run_1/final_congestion.png
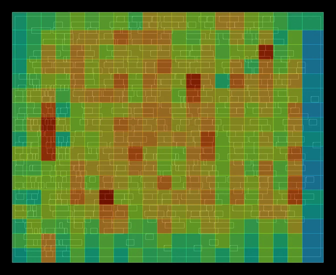
run_1/registers.png
Scale: 2 px per um. Other sequential cells in the stronger gray, the rest of the logic in the fainter gray.
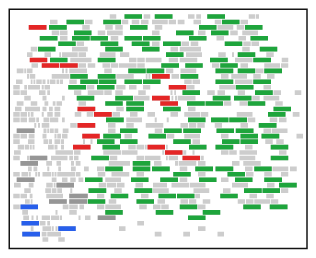
run_1/met2.png
Scale: 2 px per um.
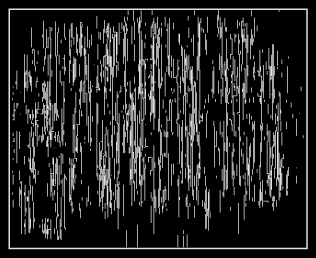
run_1/zoom.png
Window x 62 to 87, y 47 to 72 um. Cells in gray, sequential cells in the stronger gray; small squares are vias.
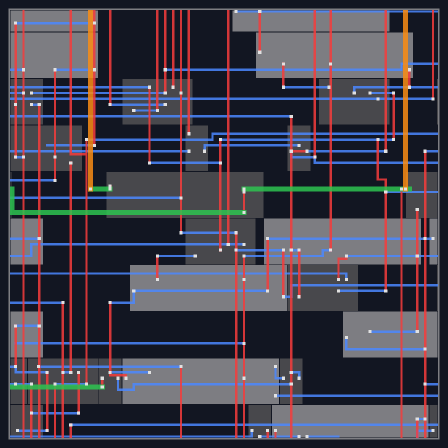
`config.mk`:
```
export PLATFORM = sky130hd
export DESIGN_NAME = hb_out_buffer_flat
export DESIGN_NICKNAME = d
export VERILOG_FILES = /design/src/rtl/hb_out_buffer_if.sv /design/src/rtl/hb_out_buffer.sv /design/src/flat_wrapper.sv
export SDC_FILE = /design/constraint.sdc
export NUM_CORES = 1
export LEC_CHECK = 0
export CORE_ASPECT_RATIO = 0.8
export CORE_UTILIZATION = 43
export CTS_CLUSTER_SIZE = 8
export DETAILED_ROUTE_END_ITERATION = 8
export PLACE_DENSITY = 0.59
export RECOVER_POWER = 25
export SLEW_MARGIN = 10
export SYNTH_ARGS = -nofsm -noshare
export SYNTH_HDL_FRONTEND = slang
export SYNTH_SLANG_ARGS = --single-unit
export TNS_END_PERCENT = 30
```
`constraint.sdc`:
```
create_clock -name clk -period 4.6 [get_ports clk]
set_clock_uncertainty 0.1 [all_clocks]
set_input_delay 0.69 -clock clk [delete_from_list [all_inputs] [get_ports clk]]
set_output_delay 0.69 -clock clk [all_outputs]
set_load 0.005 [all_outputs]
```
`src/rtl/hb_out_buffer_if.sv`:
```
// Handshake bundle between the decimator cascade, hb_out_buffer and its consumer.
// slave = buffer side, master = cascade/consumer side.
interface hb_out_buffer_if #(
   parameter int IN_W  = 20,
   parameter int OUT_W = 16,
   parameter int AW    = 3
);
   logic [IN_W-1:0]  din;
   logic             din_vld;
   logic [OUT_W-1:0] dout;
   logic             dout_vld;
   logic             dout_rdy;
   logic [AW:0]      level;
   logic             ovf;
   logic             sat;
   logic             flag_clr;

   modport master (
      output din, din_vld, dout_rdy, flag_clr,
      input  dout, dout_vld, level, ovf, sat
   );

   modport slave (
      input  din, din_vld, dout_rdy, flag_clr,
      output dout, dout_vld, level, ovf, sat
   );
endinterface

```
`src/rtl/hb_out_buffer.sv`:
```
// Round/saturate IN_W->OUT_W then queue in a fall-through FIFO; 2-cycle din_vld->dout_vld latency.
// No back-pressure to the cascade: a sample arriving while full (without a pop) is dropped and flags ovf.
module hb_out_buffer #(
   parameter int IN_W  = 20,
   parameter int OUT_W = 16,
   parameter int DEPTH = 8,
   parameter int AW    = 3
) (
   input logic            clk,
   input logic            reset,
   hb_out_buffer_if.slave bus
);
   localparam int SH = IN_W - OUT_W;
   localparam logic [IN_W:0]    RND   = (IN_W+1)'(1) << (SH - 1);
   localparam logic [OUT_W-1:0] S_MAX = {1'b0, {(OUT_W-1){1'b1}}};
   localparam logic [OUT_W-1:0] S_MIN = {1'b1, {(OUT_W-1){1'b0}}};
   localparam logic [AW:0]      FULL  = (AW+1)'(DEPTH);

   logic             rv_q, rv_d;
   logic [OUT_W-1:0] r_q, r_d;
   logic [OUT_W-1:0] mem_q [DEPTH];
   logic [OUT_W-1:0] mem_d [DEPTH];
   logic [AW-1:0]    wr_ptr_q, wr_ptr_d;
   logic [AW-1:0]    rd_ptr_q, rd_ptr_d;
   logic [AW:0]      level_q, level_d;
   logic             ovf_q, ovf_d;
   logic             sat_q, sat_d;

   logic [IN_W:0]    t;
   logic [OUT_W:0]   r_full;
   logic             clip;
   logic [OUT_W-1:0] r_sat;
   logic             pop;
   logic             wr;

   always_comb begin
      t      = {bus.din[IN_W-1], bus.din} + RND;
      r_full = (OUT_W+1)'($signed(t) >>> SH);
      // r_full is one bit wider than the output; disagreeing top bits mean out of range.
      clip   = r_full[OUT_W] ^ r_full[OUT_W-1];
      if (!clip)
         r_sat = r_full[OUT_W-1:0];
      else if (r_full[OUT_W])
         r_sat = S_MIN;
      else
         r_sat = S_MAX;
   end

   assign pop = (level_q != '0) && bus.dout_rdy;
   assign wr  = rv_q && ((level_q != FULL) || pop);

   always_comb begin
      rv_d     = bus.din_vld;
      r_d      = bus.din_vld ? r_sat : r_q;
      mem_d    = mem_q;
      wr_ptr_d = wr_ptr_q;
      rd_ptr_d = rd_ptr_q;
      level_d  = level_q;
      if (wr) begin
         mem_d[wr_ptr_q] = r_q;
         wr_ptr_d        = wr_ptr_q + 1'b1;
      end
      if (pop)
         rd_ptr_d = rd_ptr_q + 1'b1;
      case ({wr, pop})
         2'b10:   level_d = level_q + 1'b1;
         2'b01:   level_d = level_q - 1'b1;
         default: level_d = level_q;
      endcase
      // A new event outranks a clear landing in the same cycle.
      ovf_d = (ovf_q && !bus.flag_clr) || (rv_q && !wr);
      sat_d = (sat_q && !bus.flag_clr) || (bus.din_vld && clip);
   end

   always_ff @(posedge clk or posedge reset) begin
      if (reset) begin
         rv_q     <= 1'b0;
         r_q      <= '0;
         mem_q    <= '{default: '0};
         wr_ptr_q <= '0;
         rd_ptr_q <= '0;
         level_q  <= '0;
         ovf_q    <= 1'b0;
         sat_q    <= 1'b0;
      end else begin
         rv_q     <= rv_d;
         r_q      <= r_d;
         mem_q    <= mem_d;
         wr_ptr_q <= wr_ptr_d;
         rd_ptr_q <= rd_ptr_d;
         level_q  <= level_d;
         ovf_q    <= ovf_d;
         sat_q    <= sat_d;
      end
   end

   assign bus.dout     = mem_q[rd_ptr_q];
   assign bus.dout_vld = (level_q != '0);
   assign bus.level    = level_q;
   assign bus.ovf      = ovf_q;
   assign bus.sat      = sat_q;
endmodule

```
`src/flat_wrapper.sv`:
```
// flat-port wrapper written by rule: the top's interface ports become plain ports
module hb_out_buffer_flat 
#(
   parameter int IN_W  = 20,
   parameter int OUT_W = 16,
   parameter int DEPTH = 8,
   parameter int AW    = 3
)
  (clk, reset, bus_din, bus_din_vld, bus_dout_rdy, bus_flag_clr, bus_dout, bus_dout_vld, bus_level, bus_ovf, bus_sat);
  hb_out_buffer_if #(.IN_W(IN_W), .OUT_W(OUT_W), .AW(AW)) bus_i ();
  input logic clk;
  input logic reset;
  input wire logic [$bits(bus_i.din)-1:0] bus_din;
  input wire logic [$bits(bus_i.din_vld)-1:0] bus_din_vld;
  input wire logic [$bits(bus_i.dout_rdy)-1:0] bus_dout_rdy;
  input wire logic [$bits(bus_i.flag_clr)-1:0] bus_flag_clr;
  output wire logic [$bits(bus_i.dout)-1:0] bus_dout;
  output wire logic [$bits(bus_i.dout_vld)-1:0] bus_dout_vld;
  output wire logic [$bits(bus_i.level)-1:0] bus_level;
  output wire logic [$bits(bus_i.ovf)-1:0] bus_ovf;
  output wire logic [$bits(bus_i.sat)-1:0] bus_sat;
  assign bus_i.din = bus_din;
  assign bus_i.din_vld = bus_din_vld;
  assign bus_i.dout_rdy = bus_dout_rdy;
  assign bus_i.flag_clr = bus_flag_clr;
  assign bus_dout = bus_i.dout;
  assign bus_dout_vld = bus_i.dout_vld;
  assign bus_level = bus_i.level;
  assign bus_ovf = bus_i.ovf;
  assign bus_sat = bus_i.sat;
  hb_out_buffer #(.IN_W(IN_W), .OUT_W(OUT_W), .DEPTH(DEPTH), .AW(AW)) u_core (.clk(clk), .reset(reset), .bus(bus_i));
endmodule
```
==> GITHUB_STEP_SUMMARY, run 1 <==
## PnR job results

| Metric | Value |
|---|---|
| Status | finished, violations left |
| Failing checks | capacitance limit, slew limit |
| P&R area growth vs syn | 17.8% |
| Max-slew headroom | -0.496 |
| Post-synth area hogs | dfrtp_1 (54%), mux2_2 (22%), mux4_2 (9.8%) |
| Worst r2r src | u_core.bus.level[1] |
| Fin crit period | 3.53 ns |
| CP startpoint | u_core.rd_ptr_q[0] |
| CP Class | reg2out |
| Distinct lib cells | 41 |
| Worst hold path class | reg2reg |
| Antenna Cells | 0 |
| Critical path buffers and inverters | 2 |
| Post-CTS setup buffers | 0 |
| CP max stage cell | dfrtp_2 |
| FF+latch count, synth | between 150 and 200 |
| Via count | ~4300 |
| DP Worst Slack | about 1.3 ns |
| Worst path cell trace | buf_12, mux4_2, mux2_2, clkdlybuf4s50_1 |
| DP Cell Count | 746 |
| Slew Limit Fails | 52 |
| WL per Instance | 20.1 um |
| Largest buffer count on any clock path | 2 |
| Cycle use final | 0.767 |
| Final Hold Violating Endpoints | 0 |
| Final worst setup slack | 1.07 ns |
| Power consumption | 6.33 mW |
| Crit path max-delay family | multiplexers |
| Share of the yosys chip area belonging to registers | 0.535 |
| Row count | roughly 42 |
| Nets@finish | 577 |
| Reg2reg setup slack | between 1.5 and 2 ns |
| CTS sink cnt | between 150 and 200 |
| Yosys stat area | 7340 um2 |
| Clk Latency, worst-skew pair | between 0.4 and 0.5 ns |
| Worst path required time | 3.81 ns |
| Asr flop ratio synth | 1.00 |
| Hold-fix buffers at CTS | 0 |
| Synth area leader | dfrtp_1 |
| Total of max-cap violations | 1 |
| Die height | 119 um |
| Number of global-route vias before repair | 4614 |
| Floorplan Utilization | 0.442 |
Back to the opening pictures, final_congestion.png:
Total GRT Usage: 0.196
GR peak layer: met2

Back to the opening pictures, registers.png:
- green: `u_core.mem_q` (sequential cells 128)
- blue: `u_core.bus.level` (sequential cells 4; where south-west)
- red: `u_core.r_q` (sequential cells 16)

Back to the opening pictures, met2.png:
- longest straight run: 64.6 um
- wire length on this layer: 7210 um
- share of all routed wire: 46%
- main direction: vertical

Back to the opening pictures, zoom.png:
- orange: met4
- blue: met1
- green: met3
- red: met2
- sequential cells in the window: 7
- netlist names of flops here include: `u_core.mem_q` (5), `u_core.r_q` (2)
- cells with their middle in the window: 19
- most frequent: dfrtp_1 (7), nor2_1 (5), mux2_2 (5)

-- run 1: final cells by class --
class | count | area share
sequential | 157 | 0.455
clock buffer | 24 | 0.0580
timing repair buffer | 57 | 0.0634
tap | 220 | 0.0318
inverter | 13 | 0.00579
multi-input combinational | 299 | 0.374
clock inverter | 6 | 0.0124
-- run 1: registers in the layout (all words and copies together), names as in the netlist --
register	count
u_core.r_q	16
u_core.bus.ovf	1
u_core.wr_ptr_q	3
u_core.rd_ptr_q	3
u_core.bus.level	4
u_core.mem_q	128
u_core.bus.sat	1
u_core.rv_q	1
-- run 1: placed cells by master, fill, tap and decap left out, types with 2 or more instances in the layout --
cell type / instances
dfrtp_1: 156
mux2_2: 143
clkdlybuf4s50_1: 41
mux4_2: 32
nor2_1: 22
clkbuf_16: 17
nand2_1: 14
inv_1: 12
xor2_1: 12
xnor2_1: 11
buf_4: 11
a21oi_1: 10
o22a_2: 7
ha_1: 6
nand3_1: 5
clkbuf_8: 5
nand4_1: 4
nor4_1: 4
nor3_1: 3
bufinv_16: 3
dlygate4sd3_1: 3
nand3b_1: 2
nor4b_4: 2
mux2_1: 2
o22ai_1: 2
nand4b_1: 2
o21ai_0: 2
clkinv_2: 2
clkbuf_1: 2
-- run 1: cells by family after synthesis --
family | count (synthesis) | synth area share
multiplexers | 178 | 0.322
flip-flops | 157 | 0.535
AND/OR/NAND/NOR | 66 | 0.0523
AND-OR/OR-AND | 25 | 0.0256
adder cells (fa/ha/maj) | 7 | 0.0130
buffers and inverters | 38 | 0.0244
XOR/XNOR | 23 | 0.0274
-- run 1: routing by layer --
metal  vias to the layer above  GRT usage  routed length (um)
met5                         -          0                   0
met4                         0     0.0580                 190
met3                        16     0.0372                 552
met2                        88      0.296                7210
met1                      2239      0.289                7640
li1                       1916          -                   -
-- run 1: final timing paths --
path	endpoint	depth (start not counted)
worst max register to register	u_core.bus.level[3]	11
min in group asynchronous	u_core.mem_q[35]	2
max in group asynchronous	u_core.rd_ptr_q[0]	3
worst min register to register	u_core.mem_q[0]	1
worst min-delay path	u_core.mem_q[0]	1
worst max-delay path	bus_dout[6]	4
-- run 1: report_power, final --
group	leakage [nW]	switching [mW]	internal, mW
registers	1.83	0.463	2.02
logic	1.39	0.801	1.60
clock network	0.298	0.521	0.919
total	3.51	1.78	4.54
--- run 2 (diff from run 1) ---
clock period = 3 ns   (was 4.6 ns; I/O delays follow)
run_2/registers.png
Scale: 2 px per um. Other sequential cells in the stronger gray, the rest of the logic in the fainter gray.
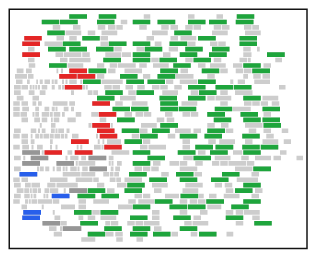
- red: `u_core.r_q` (sequential cells 16)
- green: `u_core.mem_q` (sequential cells 128)
- blue: `u_core.bus.level` (sequential cells 4; where south-west)
Seq area share: 0.443
final core occ: 0.535
register area: 3930 um2
sequential power: 3.69 mW

run_2/zoom.png
Window x 62 to 87, y 47 to 72 um. Cells in gray, sequential cells in the stronger gray; small squares are vias.
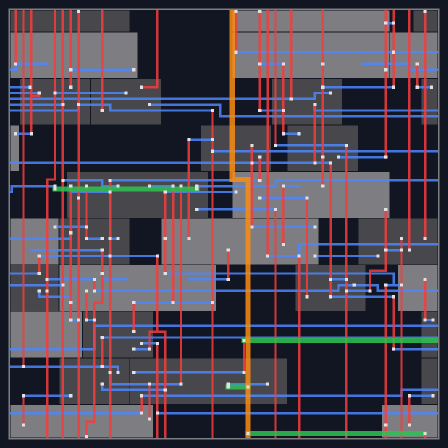
- red: met2
- orange: met4
- green: met3
- blue: met1
- netlist names of flops here include: `u_core.mem_q` (6)
- most frequent: mux2_2 (10), dfrtp_1 (6), mux4_2 (2)
- sequential cells in the window: 6
- cells with their middle in the window: 19

==> GITHUB_STEP_SUMMARY, run 2 <==
## PnR job results

| Metric | Value |
|---|---|
| Slew Limit Fails | 124 (+140%) |
| Largest buffer count on any clock path | 2 (unchanged) |
| Worst r2r src | u_core.bus.level[0] |
| Final Hold Violating Endpoints | 0 (unchanged) |
| Asr flop ratio synth | 1.00 (unchanged) |
| Antenna Cells | 0 (unchanged) |
| Sw frac | 0.273 (-0.00892) |
| Worst reg2reg path endpoint | u_core.bus.level[3] |
| Die height | 119 um (unchanged) |
| Failing checks | capacitance limit, slew limit |
| Most flops, register | u_core.mem_q |
| P&R area growth vs syn | 21.0% |
| Total of max-cap violations | 2 (+1) |
| NetSw | 2.74 mW (+53%) |
| Max FFs per register | 128 (unchanged) |
| DP Worst Slack | 0.184 ns (-1.16 ns) |
| Number of global-route vias before repair | 4538 (-1.6%) |
| Max-slew headroom | -0.226 (+0.271) |
| Worst path required time | 2.45 ns (-1.36 ns) |
| Clk Latency, worst-skew pair | 0.41 ns (about the same) |
| WL per Instance | 19.5 um (-2.8%) |
| Distinct lib cells | 41 (unchanged) |
| FF+latch count, synth | 157 (unchanged) |
| Comb power frac | 0.399 (+0.020) |
| Status | finished, violations left |
| Hold Path End | u_core.mem_q[103] |
| Total GRT Usage | 0.194 (-0.00231) |
| Fin crit period | 2.89 ns |
| Share of the yosys chip area belonging to registers | 0.535 (unchanged) |
| Row count | 42 (unchanged) |
| Reg power frac | 0.369 (-0.024) |
| Dominant logic cell types in the final layout | dfrtp_1 (156), mux2_2 (143), clkdlybuf4s50_1 (43) |
| Clock network fraction of design power | 0.233 (+0.005) |
| Internal | 7.28 mW (+60%) |
| Worst hold path class | reg2reg |
run 2: netlist changes by cell type in the layout (fill, tap and decap cells not counted), moves of 2 or more:
| cell | delta |
|---|---|
| clkdlybuf4s50_1 | +2 |
| buf_12 | +6 |
| buf_4 | +4 |
| clkbuf_8 | +2 |
| dlygate4sd3_1 | -2 |
run 2: power groups by stage:
| stage | Clock (mW) | Sequential (mW) | Combinational [mW] |
|---|---|---|---|
| final | 2.33 | 3.69 | 3.99 |
| after detailed placement | 0 | 3.76 | 3.93 |
| after CTS | 2.39 | 3.71 | 3.98 |
| after global placement | 0 | 3.68 | 3.86 |
| after floorplan | 0 | 3.47 | 2.73 |
| after global routing | 2.49 | 3.83 | 4.31 |
run 2: per-stage QoR:
| step | area, um2 | cells |
|---|---|---|
| floorplan | 7340 | 494 |
| global placement | 8200 | 755 |
| detailed placement | 8200 | 755 |
| CTS | 8860 | 788 |
| global route | 8880 | 790 |
| finish | 8880 | 790 |
run 2: layout make-up:
class | instances | area, um2
clock inverters | 5 | 125
repair buffers | 70 | 739
clock buffers | 26 | 529
flip-flops and latches | 157 | 3930
inverters | 13 | 50.0
fillers | 1409 | 7720
well taps | 220 | 275
multi-input cells | 299 | 3230
run 2: how the worst max path moves through the flow:
stage / cells after the start / slack, ns / to
2_1_floorplan: 1 / 0.46 / u_core.bus.level[0]
3_3_place_gp: 11 / 0.22 / u_core.bus.level[3]
5_1_grt: 3 / 0.03 / u_core.rd_ptr_q[0]
3_5_place_dp: 11 / 0.18 / u_core.bus.level[3]
4_1_cts: 4 / 0.04 / bus_dout[0]
6_report: 5 / 0.11 / bus_dout[13]
run 2: cell families after synthesis:
| logic type | synth area share |
|---|---|
| compound gates | 0.0256 |
| xor+xnor | 0.0274 |
| fa+ha+maj | 0.0130 |
| buf+inv | 0.0244 |
| flops | 0.535 |
| mux | 0.322 |
| simple gates | 0.0523 |
run 2: layer usage:
metal	part of all wire	wire length, um	global-route usage
met5	0	0	0
met4	0.011	166	0.0561
met3	0.030	468	0.0410
met2	0.47	7320	0.302
met1	0.48	7470	0.275
run 2: worst max-delay path, cell delays in order (launching register included):
cell and delay [ns]:
dfrtp_2 0.37, buf_12 0.14, buf_12 0.16, mux4_2 0.51
mux2_2 0.29, clkdlybuf4s50_1 0.45
run 2: what timing repair did:
action | in CTS | in global routing
setup endpoints to repair | 13 | 6
pin swaps | 0 | 0
hold buffers | 0 | 0
gates resized | 0 | 0
cloned | 0 | 1
setup buffers | 2 | 1
--- run 3 (diff from run 2) ---
CAP_MARGIN = 10   (was unset)
run_3/registers.png
Scale: 2 px per um. Other sequential cells in the stronger gray, the rest of the logic in the fainter gray.
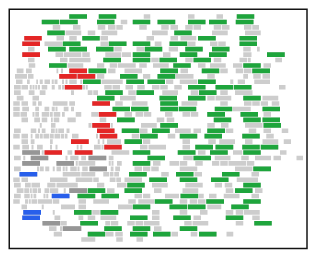
- blue: `u_core.bus.level` (sequential cells 4; where south-west)
- red: `u_core.r_q` (sequential cells 16)
- green: `u_core.mem_q` (sequential cells 128)
- not colored: 9

run_3/final_congestion.png
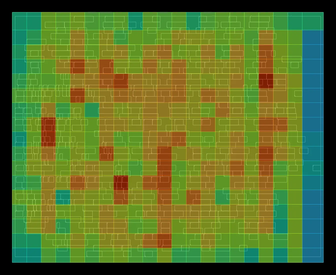
GR Util met2: 0.302
Total GRT Usage: 0.194
met1 Resource Use GR: 0.275
grt met3 use: 0.0410
WL per Instance: 19.5 um

==> GITHUB_STEP_SUMMARY, run 3 <==
## PnR job results

| Metric | Value |
|---|---|
| CP Class | reg2out |
| Via-to-Cell Ratio | ~5.4 |
| Reg power frac | 0.369 (about the same) |
| Status | finished, violations left |
| Total of max-cap violations | 2 (unchanged) |
| RSZ-0062 raised after global routing | no |
| Final Hold Violating Endpoints | 0 (unchanged) |
| Hold-fix buffers at CTS | 0 (unchanged) |
| Final core occ | 0.535 (unchanged) |
| Antenna Cells | 0 (unchanged) |
| Most flops, register | u_core.mem_q |
| Clock network fraction of design power | 0.233 (about the same) |
| Slew Limit Fails | 124 (unchanged) |
| Worst r2r src | u_core.bus.level[0] |
| Worst hold path class | reg2reg |
| Cells in synth_stat.txt | slightly below 500 |
| Dominant logic cell types in the final layout | dfrtp_1 (156), mux2_2 (143), clkdlybuf4s50_1 (43) |
| Max-slew headroom | -0.226 (unchanged) |
| Largest buffer count on any clock path | 2 (unchanged) |
| First-pass GRT wire length | 25300 um |
| DP Cell Count | 755 (unchanged) |
| Worst path required time | 2.45 ns (about the same) |
| Fin cells | 790 (unchanged) |
| Number of warning messages in the logs | 29 |
| Fin crit period | 2.89 ns (unchanged) |
| Crit path max-delay family | multiplexers |
| Top achievable clock speed | 346 MHz |
| Critical path depth | 5 (unchanged) |
| Asr flop ratio synth | 1.00 (unchanged) |
| Internal | 7.28 mW (unchanged) |
| Slowest stage delay, CP | 0.51 ns (about the same) |
| Avg Cell Area, Syn | 14.9 um2 |
| NetSw | 2.74 mW (unchanged) |
| Number of global-route vias before repair | 4538 (unchanged) |
| CP max stage cell | mux4_2 |
| Critical path peak fanout | 10 |
| Row count | 42 (unchanged) |
| Max FFs per register | 128 (unchanged) |
| FF+latch count, synth | 157 (unchanged) |
| Distinct lib cells | 41 (unchanged) |
| Clk Latency, worst-skew pair | 0.41 ns (about the same) |
| Critical path buffers and inverters | 3 (unchanged) |
| Die height | 119 um (unchanged) |
| Comb power frac | 0.399 (about the same) |
| CTS resizes | 0 (unchanged) |
| Setup crit end | bus_dout[13] |
| Most frequent CP cell | buf_12 |
| Worst path cell trace | buf_12, buf_12, mux4_2, mux2_2, clkdlybuf4s50_1 |
| Worst reg2reg path endpoint | u_core.bus.level[3] |
| Failing checks | capacitance limit, slew limit |
-- run 3: cell counts after synthesis --
Identical to the previous run, type by type.
-- run 3: cells by family after synthesis --
kind of cell    count (synthesis)  share of synthesized area
buf+inv                        38                     0.0244
fa+ha+maj                       7                     0.0130
flops                         157                      0.535
simple gates                   66                     0.0523
mux                           178                      0.322
xor+xnor                       23                     0.0274
compound gates                 25                     0.0256
-- run 3: worst min-delay path by stage --
stage / endpoint / slack, ns / cells past startpoint
after floorplan: u_core.mem_q[103] / 0.35 / 1
after global placement: u_core.mem_q[105] / 0.36 / 1
after detailed placement: u_core.mem_q[103] / 0.39 / 1
after CTS: u_core.mem_q[2] / 0.40 / 3
after global routing: u_core.mem_q[23] / 0.41 / 1
final: u_core.mem_q[103] / 0.39 / 1
-- run 3: layer usage --
| layer | GRT usage | part of all wire |
|---|---|---|
| met5 | 0 | 0 |
| met1 | 0.275 | 0.48 |
| met2 | 0.302 | 0.47 |
| met3 | 0.0410 | 0.030 |
| met4 | 0.0561 | 0.011 |
-- run 3: cell type report --
type | instances | area, um2
clock buffer | 26 | 529
inverter | 13 | 50.0
timing repair buffer | 70 | 739
sequential | 157 | 3930
fill | 1409 | 7720
clock inverter | 5 | 125
multi-input combinational | 299 | 3230
tap | 220 | 275
-- run 3: through the flow --
| step | hold WS [ns] | cell area [um2] | power, mW | setup slack, ns |
|---|---|---|---|---|
| detailed placement | 0.387 | 8200 | 7.68 | 0.184 |
| floorplan | 0.353 | 7340 | 6.20 | 0.463 |
| CTS | 0.398 | 8860 | 10.1 | 0.0429 |
| finish | 0.390 | 8880 | 10.0 | 0.114 |
| global placement | 0.364 | 8200 | 7.54 | 0.222 |
| global route | 0.408 | 8880 | 10.6 | 0.0268 |
-- run 3: power groups by stage --
stage	sequential (mW)	combinational, mW	clock (mW)
floorplan	3.47	2.73	0
global placement	3.68	3.86	0
detailed placement	3.76	3.93	0
CTS	3.71	3.98	2.39
global route	3.83	4.31	2.49
finish	3.69	3.99	2.33
-- run 3: repair_timing --
item                       in CTS  in global routing
hold endpoints to repair        0                  0
cloned                          0                  1
setup buffers                   2                  1
setup endpoints to repair      13                  6
pin swaps                       0                  0

==> gallery <==
Cell sizes after repair.
Scale: 3 px per um.
(a)
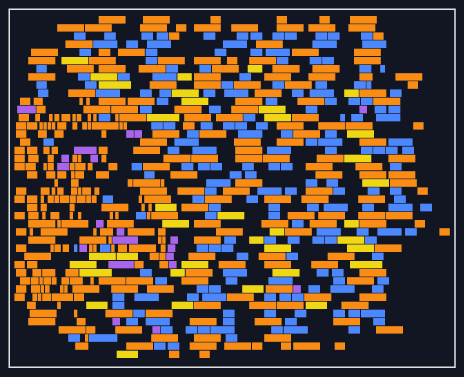
(b)
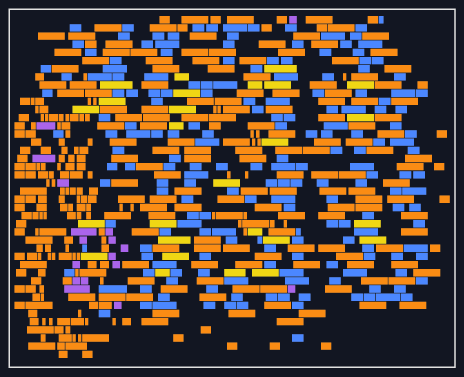
Run 1 is (b).
Run 3 is (a).

Key to (b):
- purple: drive 3 to 4 (cells 17; share 3.1%)
- yellow: drive 6 and up (cells 26; share 4.7%)
- orange: drive 1 or less (cells 324; share 58%)
- blue: drive 2 (cells 189; share 34%)

Power is estimated from default activity; no workload was simulated.
